### Wiring by layer

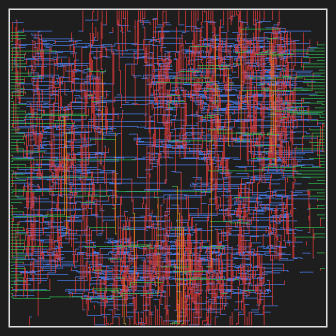
### Congestion heat map

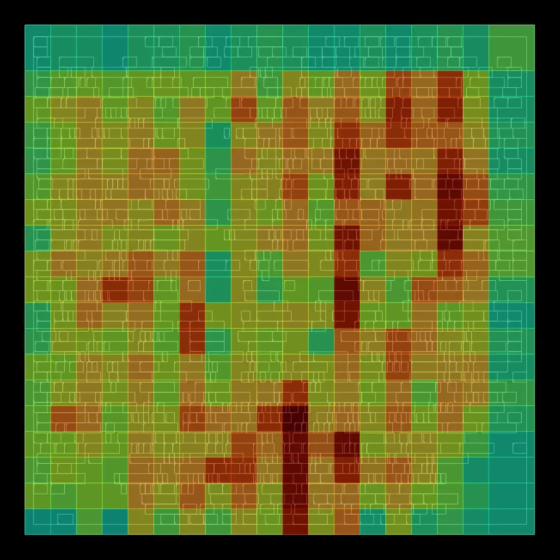
--- src/rtl/dmem_lsu.sv ---
// -----------------------------------------------------------------------------
// dmem_lsu: load/store unit, initiator side of the DMEM port.
//   Accepts one request at a time over req_valid/req_ready, drives DMEM
//   (combinational read, write on posedge clk) from registered outputs, and
//   returns load data or a store acknowledge over resp_valid/resp_ready.
//   Misaligned half/word accesses are carried out as a sequence of byte
//   accesses (little-endian), unless LSU_MISALIGN_TRAP_EN is defined, in which
//   case they are rejected with resp_err and no DMEM side effect.
//
// Ports
//   clk, rst_n          clock, asynchronous active-low reset
//   req_valid/ready     request handshake (ready only while idle)
//   req_we              1 = store, 0 = load
//   req_addr            byte address
//   req_size            00 byte, 01 half, 10 word, 11 illegal
//   req_signed          sign-extend byte/half loads
//   req_wdata           right-justified store data
//   resp_valid/ready    response handshake (held until accepted)
//   resp_rdata          load result, 0 for stores and errors
//   resp_err            request rejected without DMEM side effect
//   dmem_*              DMEM control/address/data (zero unless accessing)
//   dmem_read_data      DMEM combinational read data
//
// Configuration macro: LSU_MISALIGN_TRAP_EN
// -----------------------------------------------------------------------------
module dmem_lsu #(
  parameter int unsigned ADDR_W = 32,
  parameter int unsigned DATA_W = 32
) (
  input  logic              clk,
  input  logic              rst_n,
  input  logic              req_valid,
  output logic              req_ready,
  input  logic              req_we,
  input  logic [ADDR_W-1:0] req_addr,
  input  logic [1:0]        req_size,
  input  logic              req_signed,
  input  logic [DATA_W-1:0] req_wdata,
  output logic              resp_valid,
  input  logic              resp_ready,
  output logic [DATA_W-1:0] resp_rdata,
  output logic              resp_err,
  output logic              dmem_write_en,
  output logic              dmem_sign_extend,
  output logic [ADDR_W-1:0] dmem_addr,
  output logic [1:0]        dmem_size,
  output logic [DATA_W-1:0] dmem_write_data,
  output logic [DATA_W-1:0] dmem_mem_write,
  input  logic [DATA_W-1:0] dmem_read_data
);

  localparam int unsigned BYTE_W = 8;
  localparam int unsigned IDX_W  = 2;
  localparam int unsigned HALF_W = 16;

  localparam logic [1:0] SZ_BYTE = 2'b00;
  localparam logic [1:0] SZ_HALF = 2'b01;
  localparam logic [1:0] SZ_WORD = 2'b10;
  localparam logic [1:0] SZ_ILL  = 2'b11;

  typedef enum logic [1:0] {
    ST_IDLE   = 2'd0,
    ST_ACCESS = 2'd1,
    ST_SPLIT  = 2'd2,
    ST_RESP   = 2'd3
  } state_e;

  state_e              state_q, state_d;
  logic                we_q, we_d;
  logic [ADDR_W-1:0]   addr_q, addr_d;
  logic [1:0]          size_q, size_d;
  logic                signed_q, signed_d;
  logic [DATA_W-1:0]   wdata_q, wdata_d;
  logic [IDX_W-1:0]    idx_q, idx_d;

  logic                req_ready_q, req_ready_d;
  logic                resp_valid_q, resp_valid_d;
  logic [DATA_W-1:0]   rdata_q, rdata_d;
  logic                err_q, err_d;

  logic                dm_we_q, dm_we_d;
  logic                dm_sext_q, dm_sext_d;
  logic [ADDR_W-1:0]   dm_addr_q, dm_addr_d;
  logic [1:0]          dm_size_q, dm_size_d;
  logic [DATA_W-1:0]   dm_wdata_q, dm_wdata_d;

  logic                req_mis_c;
  logic [IDX_W-1:0]    idx_nx_c;
  logic                split_last_c;

  // Misalignment of the incoming request; bytes are always aligned.
  assign req_mis_c = ((req_size == SZ_HALF) && req_addr[0]) ||
                     ((req_size == SZ_WORD) && (req_addr[1:0] != 2'b00));

  assign idx_nx_c     = idx_q + IDX_W'(1);
  assign split_last_c = (size_q == SZ_HALF) ? (idx_q == IDX_W'(1)) : (idx_q == IDX_W'(3));

  // State register and registered outputs.
  always_ff @(posedge clk or negedge rst_n) begin
    if (!rst_n) begin
      state_q      <= ST_IDLE;
      we_q         <= 1'b0;
      addr_q       <= '0;
      size_q       <= '0;
      signed_q     <= 1'b0;
      wdata_q      <= '0;
      idx_q        <= '0;
      req_ready_q  <= 1'b1;
      resp_valid_q <= 1'b0;
      rdata_q      <= '0;
      err_q        <= 1'b0;
      dm_we_q      <= 1'b0;
      dm_sext_q    <= 1'b0;
      dm_addr_q    <= '0;
      dm_size_q    <= '0;
      dm_wdata_q   <= '0;
    end else begin
      state_q      <= state_d;
      we_q         <= we_d;
      addr_q       <= addr_d;
      size_q       <= size_d;
      signed_q     <= signed_d;
      wdata_q      <= wdata_d;
      idx_q        <= idx_d;
      req_ready_q  <= req_ready_d;
      resp_valid_q <= resp_valid_d;
      rdata_q      <= rdata_d;
      err_q        <= err_d;
      dm_we_q      <= dm_we_d;
      dm_sext_q    <= dm_sext_d;
      dm_addr_q    <= dm_addr_d;
      dm_size_q    <= dm_size_d;
      dm_wdata_q   <= dm_wdata_d;
    end
  end

  // Next state; dmem_* are computed one cycle ahead so they appear registered
  // in exactly the ACCESS/SPLIT cycles.
  always_comb begin
    state_d      = state_q;
    we_d         = we_q;
    addr_d       = addr_q;
    size_d       = size_q;
    signed_d     = signed_q;
    wdata_d      = wdata_q;
    idx_d        = idx_q;
    resp_valid_d = resp_valid_q;
    rdata_d      = rdata_q;
    err_d        = err_q;
    dm_we_d      = 1'b0;
    dm_sext_d    = 1'b0;
    dm_addr_d    = '0;
    dm_size_d    = '0;
    dm_wdata_d   = '0;

    unique case (state_q)
      ST_IDLE: begin
        if (req_valid && req_ready_q) begin
          we_d     = req_we;
          addr_d   = req_addr;
          size_d   = req_size;
          signed_d = req_signed;
          wdata_d  = req_wdata;
          idx_d    = '0;
          rdata_d  = '0;
          err_d    = 1'b0;
          if (req_size == SZ_ILL) begin
            state_d      = ST_RESP;
            err_d        = 1'b1;
            resp_valid_d = 1'b1;
          end else if (req_mis_c) begin
`ifdef LSU_MISALIGN_TRAP_EN
            state_d      = ST_RESP;
            err_d        = 1'b1;
            resp_valid_d = 1'b1;
`else
            // First byte of the split sequence goes out next cycle.
            state_d    = ST_SPLIT;
            dm_we_d    = req_we;
            dm_addr_d  = req_addr;
            dm_size_d  = SZ_BYTE;
            dm_wdata_d = DATA_W'(req_wdata[BYTE_W-1:0]);
`endif
          end else begin
            state_d    = ST_ACCESS;
            dm_we_d    = req_we;
            dm_sext_d  = req_signed;
            dm_addr_d  = req_addr;
            dm_size_d  = req_size;
            dm_wdata_d = req_wdata;
          end
        end
      end

      ST_ACCESS: begin
        if (!we_q) begin
          rdata_d = dmem_read_data;
        end
        state_d      = ST_RESP;
        resp_valid_d = 1'b1;
      end

`ifndef LSU_MISALIGN_TRAP_EN
      ST_SPLIT: begin
        if (!we_q) begin
          rdata_d[{idx_q, 3'b000} +: BYTE_W] = dmem_read_data[BYTE_W-1:0];
        end
        if (split_last_c) begin
          // Upper half of a half load: sign copy or zero.
          if (!we_q && (size_q == SZ_HALF)) begin
            rdata_d[DATA_W-1:HALF_W] = signed_q ? {(DATA_W-HALF_W){rdata_d[HALF_W-1]}}
                                                : '0;
          end
          state_d      = ST_RESP;
          resp_valid_d = 1'b1;
        end else begin
          idx_d      = idx_nx_c;
          dm_we_d    = we_q;
          dm_addr_d  = addr_q + ADDR_W'(idx_nx_c);
          dm_size_d  = SZ_BYTE;
          dm_wdata_d = DATA_W'(wdata_q[{idx_nx_c, 3'b000} +: BYTE_W]);
        end
      end
`endif

      ST_RESP: begin
        if (resp_ready) begin
          state_d      = ST_IDLE;
          resp_valid_d = 1'b0;
          err_d        = 1'b0;
          rdata_d      = '0;
        end
      end

      default: begin
        state_d = ST_IDLE;
      end
    endcase

    req_ready_d = (state_d == ST_IDLE);
  end

  assign req_ready        = req_ready_q;
  assign resp_valid       = resp_valid_q;
  assign resp_rdata       = rdata_q;
  assign resp_err         = err_q;
  assign dmem_write_en    = dm_we_q;
  assign dmem_sign_extend = dm_sext_q;
  assign dmem_addr        = dm_addr_q;
  assign dmem_size        = dm_size_q;
  assign dmem_write_data  = dm_wdata_q;
  assign dmem_mem_write   = dm_wdata_q;

endmodule

--- config.mk ---
export PLATFORM = sky130hd
export DESIGN_NAME = dmem_lsu
export DESIGN_NICKNAME = d
export VERILOG_FILES = /design/src/rtl/dmem_lsu.sv
export SDC_FILE = /design/constraint.sdc
export NUM_CORES = 1
export LEC_CHECK = 0
export CAP_MARGIN = 20
export CORE_MARGIN = 2
export CORE_UTILIZATION = 48
export DETAILED_ROUTE_END_ITERATION = 7
export HOLD_SLACK_MARGIN = 0.06
export PLACE_DENSITY = 0.8
export SYNTH_ARGS = -nofsm -noshare
export SYNTH_HDL_FRONTEND = slang
export SYNTH_SLANG_ARGS = --single-unit
export TNS_END_PERCENT = 30
--- constraint.sdc ---
create_clock -name clk -period 3.6 [get_ports clk]
set_input_delay 0.72 -clock clk [delete_from_list [all_inputs] [get_ports clk]]
set_output_delay 0.72 -clock clk [all_outputs]
set_load 0.05 [all_outputs]
==> results_dict.tcl <==
# implementation run metrics
set metrics [dict create \
    run_status "finished clean" \
    worstPathArrival_ns 3.02 \
    nMultiInputCombCells 584 \
    yosysWarnings 0 \
    top_cells_by_count "nand2_1 (274), dfrtp_1 (174), buf_4 (34), and3_1 (31), o21ai_0 (28)" \
    ys_cells 850 \
    place_inst 1244 \
    internal_power_mw 5.46 \
    holdWs_ns 0.235 \
    clockNetworkAreaShare 0.0512 \
    switching_share 0.454 \
    end_kind "flop" \
    clockRootBuffer "clkbuf_16" \
    final-setup-viol-count 0 \
    nNonClkBuffers 250 \
    boundaryPins 239 \
    top_area_cell "dfrtp_1" \
    cpMostUsedCell "inv_1" \
    path_delay_family "adder cells" \
    async_flop_share 1.00 \
    sh_seq_area 0.386 \
    slowest_stage "nor4_4" \
    max_freq_mhz 374 \
    post-route-min-period_ns 2.68 \
    syn_area_per_cell_um2 9.90 \
    yosys.area_share.aoi 0.126 \
    crit_cells 8 \
    combPwrFrac 0.481 \
    n_tap_cell 225 \
    layout.nets 1154 \
    inverters 10 \
    ant_nets 0 \
    mostFrequentLayoutCell "nand2_1" \
    pg_comb_mw 4.81 \
    drive_above_1_share 0.0837 \
    post_cts_resized 0 \
    power_mw 10.0 \
    grtUsageMet2 0.413 \
    slew_headroom 0.302 \
    place.gp.congestion 0.879 \
    topCellsByArea "dfrtp_1 (52%), nand2_1 (12%), buf_4 (3.0%), xor2_1 (2.6%), and3_1 (2.3%)" \
    critPathKind "reg -> reg" \
    simple_gate_area_frac 0.220 \
    cts_sinks 175 \
    grt_pass1_wl_um 36200 \
    place_area_um2 10800 \
    die_h_um 136 \
    ctsLongestPathBuffers 2 \
    maxPowerGroup "combinational cells" \
    finalSetupTns_ns 0 \
    worstSkewPairLatency_ns 0.43 \
    seq-power_mw 3.36 \
    r2r-end "dmem_addr[16]" \
    wl_met3_um 1860 \
    drt_wl_total_um 23100 \
    numCtsBuffers 17 \
    ir_drop_mv 0.601 \
    place_hpwl_um 16000 \
    hp-class "in -> async" \
    post_cts_buffers 0 \
    n_antenna_cell 1 \
    viasPerCell 5.58 \
    maxCapViolCount 0 \
    mux_area_frac 0.0253 \
    wirelength_met1_um 9360 \
    syn-instance-count 850 \
    path_buffers 2 \
    n_clock_buffer 19 \
    rsz0062_at_grt "false" \
    reg2reg_depth 8 \
    p_sw_mw 4.54 \
    drt_first_pass_iters 5 \
    remaining_drc_errors 0 \
    power_density_nw_per_um2 881 \
    wire_per_inst_um 18.1 \
    die_w_um 136 \
    p_leak_nw 5.04 \
    largestClassByArea "flip-flops and latches" \
    fin_util 0.658 \
    hold_violations 0 \
    final-comb-area_um2 3560 \
    chipArea_um2 18600 \
    dr_wl_met2_um 11200 \
    ys_sh_adder 0.0187 \
    comb_area_frac 0.314 \
    ff_type "dfrtp_1" \
    fin_area_um2 11300 \
    start_kind "flop" \
    mostFrequentLayoutCells "nand2_1 (274), clkdlybuf4s50_1 (237), dfrtp_1 (174), and3_1 (31), o21ai_0 (28)" \
    syn_area_um2 8420 \
    grt_max_degree 84 \
    slowest_delay_ns 0.59 \
    r2r_slack_ns 0.92 \
    setup_slack_ns 0.923 \
    clk_pin_slew_worst_paths_ns 0.06 \
    synth.most_common_cell "nand2_1" \
    endpoint "dmem_addr[16]" \
    cts_hold_buf 0 \
    slew_violations 0 \
    synth_cell_types 62 \
    area.growth.synth_to_final_pct 34.8 \
    cts_max_level 4 \
    yosys_area_um2 8420 \
    regArea_um2 4380 \
    postSynthSeqShare 0.520 \
    crit_required_ns 3.94 \
]
Notes on 'Wiring by layer' above:
[metal 1] blue | wire length: 9360 µm
[metal 3] green | wire length: 1860 µm
[metal 4] orange | wire length: 745 µm
[metal 2] red | wire length: 11200 µm

Notes on 'Congestion heat map' above:
GRT busiest layer: met2
met1 Track Usage GR: 0.323
GRT Util Overall: 0.254

